--- src/rtl/regfile_dump_reader.sv ---
// Register array with a streaming dump port.
// A dump walks every entry in address order over a valid/ready handshake.
module regfile_dump_reader #(
    parameter int DATA_W    = 32,
    parameter int NUM_REGS  = 32,
    parameter int ADDR_W    = 5,
    parameter bit ZERO_REG0 = 1'b1
) (
    input  logic              clock,
    input  logic              reset_n,
    input  logic              we,
    input  logic [ADDR_W-1:0] waddr,
    input  logic [DATA_W-1:0] wdata,
    input  logic              dump_start,
    output logic              dump_busy,
    output logic              out_valid,
    input  logic              out_ready,
    output logic [ADDR_W-1:0] out_addr,
    output logic [DATA_W-1:0] out_data,
    output logic              dump_done
);

    typedef enum logic [1:0] {IDLE, PRESENT, DONE} state_t;

    localparam logic [ADDR_W:0]   NUM_EXT   = NUM_REGS[ADDR_W:0];
    localparam logic [ADDR_W-1:0] LAST_ADDR = ADDR_W'(NUM_REGS - 1);

    state_t            state_q, state_d;
    logic [DATA_W-1:0] mem_q [NUM_REGS];
    logic [DATA_W-1:0] mem_d [NUM_REGS];
    logic [ADDR_W-1:0] addr_q, addr_d;
    logic [DATA_W-1:0] data_q, data_d;
    logic [ADDR_W-1:0] nxt_addr;
    logic [DATA_W-1:0] cap;
    logic              wr_ok;
    logic              xfer;
    logic              last;
    logic              advance;

    assign wr_ok = we && ({1'b0, waddr} < NUM_EXT)
                   && !(ZERO_REG0 && (waddr == '0));
    assign xfer  = (state_q == PRESENT) && out_ready;
    assign last  = (addr_q == LAST_ADDR);

    // State register
    always_ff @(posedge clock or negedge reset_n) begin
        if (!reset_n) begin
            state_q <= IDLE;
        end else begin
            state_q <= state_d;
        end
    end

    // Next-state logic
    always_comb begin
        state_d = state_q;
        unique case (state_q)
            IDLE:    if (dump_start) state_d = PRESENT;
            PRESENT: if (xfer && last) state_d = DONE;
            DONE:    state_d = IDLE;
            default: state_d = IDLE;
        endcase
    end

    // Output logic
    always_comb begin
        out_valid = (state_q == PRESENT);
        dump_busy = (state_q != IDLE);
        dump_done = (state_q == DONE);
    end

    assign out_addr = addr_q;
    assign out_data = data_q;

    // Capture reads the post-write array so a same-edge write is bypassed
    always_comb begin
        for (int i = 0; i < NUM_REGS; i++) begin
            mem_d[i] = mem_q[i];
            if (wr_ok && (waddr == ADDR_W'(i))) mem_d[i] = wdata;
        end
        nxt_addr = (state_q == IDLE) ? '0 : addr_q + 1'b1;
        cap = '0;
        for (int i = 0; i < NUM_REGS; i++) begin
            if (nxt_addr == ADDR_W'(i)) cap = mem_d[i];
        end
        advance = ((state_q == IDLE) && dump_start) || (xfer && !last);
        addr_d = addr_q;
        data_d = data_q;
        if (advance) begin
            addr_d = nxt_addr;
            data_d = cap;
        end
    end

    always_ff @(posedge clock or negedge reset_n) begin
        if (!reset_n) begin
            addr_q <= '0;
            data_q <= '0;
            for (int i = 0; i < NUM_REGS; i++) mem_q[i] <= '0;
        end else begin
            addr_q <= addr_d;
            data_q <= data_d;
            for (int i = 0; i < NUM_REGS; i++) mem_q[i] <= mem_d[i];
        end
    end

endmodule

--- config.mk ---
export PLATFORM = sky130hd
export DESIGN_NAME = regfile_dump_reader
export DESIGN_NICKNAME = d
export VERILOG_FILES = /design/src/rtl/regfile_dump_reader.sv
export SDC_FILE = /design/constraint.sdc
export NUM_CORES = 2
export LEC_CHECK = 0
export ABC_AREA = 1
export CAP_MARGIN = 20
export CORE_MARGIN = 1.5
export CORE_UTILIZATION = 30
export CTS_BUF_LIST = sky130_fd_sc_hd__clkbuf_4 sky130_fd_sc_hd__clkbuf_8 sky130_fd_sc_hd__clkbuf_16
export DETAILED_ROUTE_END_ITERATION = 10
export GPL_TIMING_DRIVEN = 1
export SYNTH_ARGS = -nofsm -noshare
export SYNTH_HDL_FRONTEND = slang
export SYNTH_SLANG_ARGS = --single-unit
--- constraint.sdc ---
create_clock -name clock -period 3.86 [get_ports clock]
set_clock_uncertainty 0.2 [all_clocks]
set_input_delay 0.772 -clock clock [delete_from_list [all_inputs] [get_ports clock]]
set_output_delay 0.772 -clock clock [all_outputs]
set_load 0.02 [all_outputs]
==> deck_impl_summary.md <==
Flow Results at a Glance

Finish
  – MI comb area: 0.0170 mm2
  – Non-clk bufs: 612
  – Flip-flop count of the largest register after layout: 1024
  – Share of final-layout standard cells stronger than drive strength 1: 14.0%
  – Commonest Layout Cell: sky130_fd_sc_hd__nand2_1
  – Sequential cell area share: 45.4%
  – Final std cells w/o fill: 8548
  – Number of non-clock inverters in the layout: 772
  – Final-stage net count: 6428
  – FILL cells: 16100
  – Signal buf overhead: 9.93%
  – Comb/total area: 29.0%
  – Multi-input gates: 3826
  – # clk buffers: 158
  – Largest register by flop count: mem_q

Power
  – Power consumption: 0.0393 W
  – Combinational Power: 0.0144 W
  – Part of the total power dissipated in the clock network: 27.5%
  – Largest Pwr Group: combinational logic
  – Peak supply drop: 0.000384 V
  – Internal power: 0.0248 W
  – Net switching fraction of the power: 36.8%
  – Clock group: 0.0108 W
  – Static leakage: 29.2 nW

Die
  – Overall die width: 401 um
  – Core Footprint: 0.158 mm2
  – Total number of placement rows: 146
  – Die Size: 0.161 mm2
  – Initial Utilization: 30.1%

Setup path
  – Setup CP Type: reg2reg
  – CP required: 4260 ps
  – Capturing element type of the critical path: register
  – Critical path capture point: out_data[12]
  – Critical Path Source: out_addr[0]
  – Worst path max stage delay: 380 ps
  – Kind of start point of the critical path: register
  – Buffers & Inverters on Critical Path: 3

Drt
  – Met3 Wirelength: 6650 um
  – Detailed-route DRC error count: 0
  – Count of nets left with antenna violations after detail routing: 0
  – Topmost layer with routed signal wires: met4
  – Post-DR wirelength/cell: 15.9 um
  – Detailed route wirelength on metal2: 60500 um
  – Average vias per placed instance: 4.56

Placement
  – Post-Place Cells: 8310
  – Dpl hpwl: 95700 um
  – Number of I/O port buffers: 81

Yosys
  – Mean instance size in the synthesized netlist: 7.88 um2
  – Post-synthesis async set-or-reset flop share: 100%
  – Number of flops mapped to enable cells by yosys: 0
  – Top area cell types: sky130_fd_sc_hd__dfrtp_1, sky130_fd_sc_hd__nand2_1, sky130_fd_sc_hd__o21ai_0
  – Distinct cell type count of the synthesized netlist: 32
  – Simple-gate portion of the synthesized area: 23.4%
  – Yosys Chip Area: 0.0476 mm2
  – Compound-Gate Fraction of Synth Area: 11.3%
  – Cell count listed in synth_stat.txt: 6045
  – Post-Syn Nets: 6089
  – Mux share: 0%
  – Number of instances in the synthesized netlist: 6045
  – Leading cell types by count after synthesis: sky130_fd_sc_hd__nand2_1, sky130_fd_sc_hd__dfrtp_1, sky130_fd_sc_hd__o21ai_0, sky130_fd_sc_hd__inv_1, sky130_fd_sc_hd__nor2_1
  – Cell taking the most area after synthesis: sky130_fd_sc_hd__dfrtp_1

Clocking
  – Quantity of gates resized following cts: 19
  – Clk ins delay skew pair: 700 ps
  – CTS max path bufs: 3
  – H-tree lvl count: 3
  – Clock-pin slew reported for the worst setup and hold paths after clock tree synthesis: 60 ps

Outcome
  – Result of the run: finished with violations
  – Violated checks: setup timing

Timing
  – Final setup violation count: 1
  – RSZ-0062 raised after global routing: yes
  – Final Cycle Share: 100%
  – Relative slew margins: 49.0%
  – Number of pins exceeding their max-slew limit in the final report: 0
  – Final critical-path setup slack: -19.1 ps
  – Final period demand of the worst path: 3880 ps

Hold path
  – Worst hold path cell count: 0
  – Worst min-delay path endpoint: mem_q[1001]
  – Hold wc startpoint: mem_q[1001]

Global route
  – Layer with the highest usage: met2
  – First-pass GRT wire length: 217000 um
  – Initial antenna violation count: 2

Run
  – Max-cap violations: 0
m1.png
Bar = 100 um.
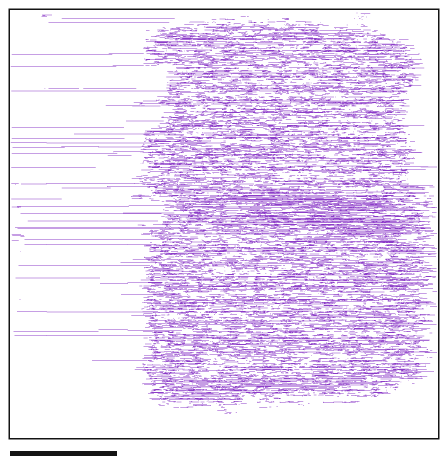
6158 nets have wire on it. The layer carries 66.8 mm of wire. The wires run mostly horizontal. The longest straight run is 151 um. The layer holds 49% of the routed length.
met1 usage: 24.2%
Total Routed Length: 136000 um
DR vias: 39000

m2.png
Bar = 100 um.
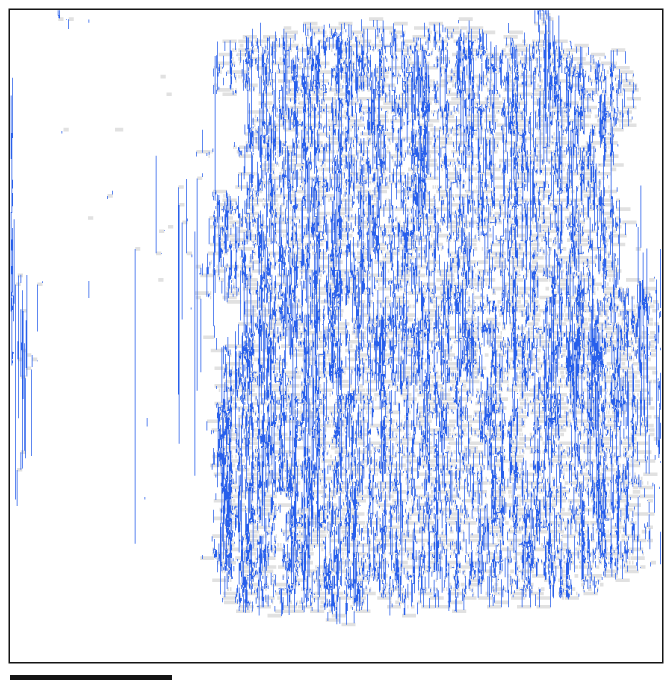
The wires run mostly vertical. 4535 nets have wire on it. The layer holds 45% of the routed length. The layer carries 60.5 mm of wire. The longest straight run is 181 um.
GRT met2 Usage: 26.3%

m3.png
Bar = 100 um.
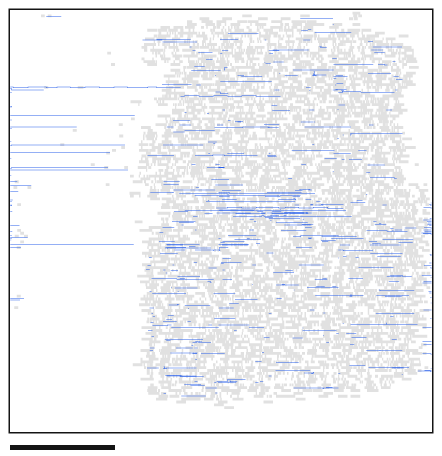
287 nets have wire on it. The layer carries 6650 um of wire. The layer holds 4.9% of the routed length. The wires run mostly horizontal. The longest straight run is 118 um.
global-route track usage on met3: 2.43%

m4.png
Bar = 100 um.
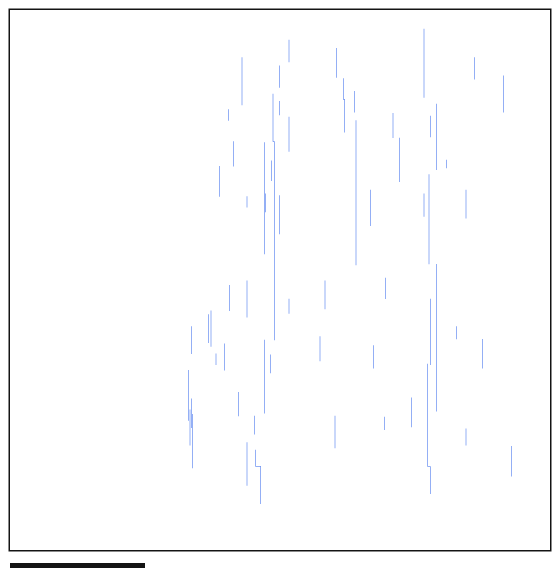
The wires run mostly vertical. 24 nets have wire on it. The layer carries 1920 um of wire. The layer holds 1.4% of the routed length. The longest straight run is 148 um.

congestion_map.png
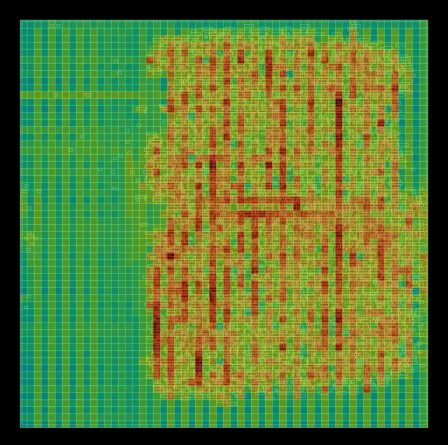
fraction of the core area covered by cells at the end of the flow: 37.1%
global-route usage over all layers: 16.7%

Power and IR drop assume default switching activity.
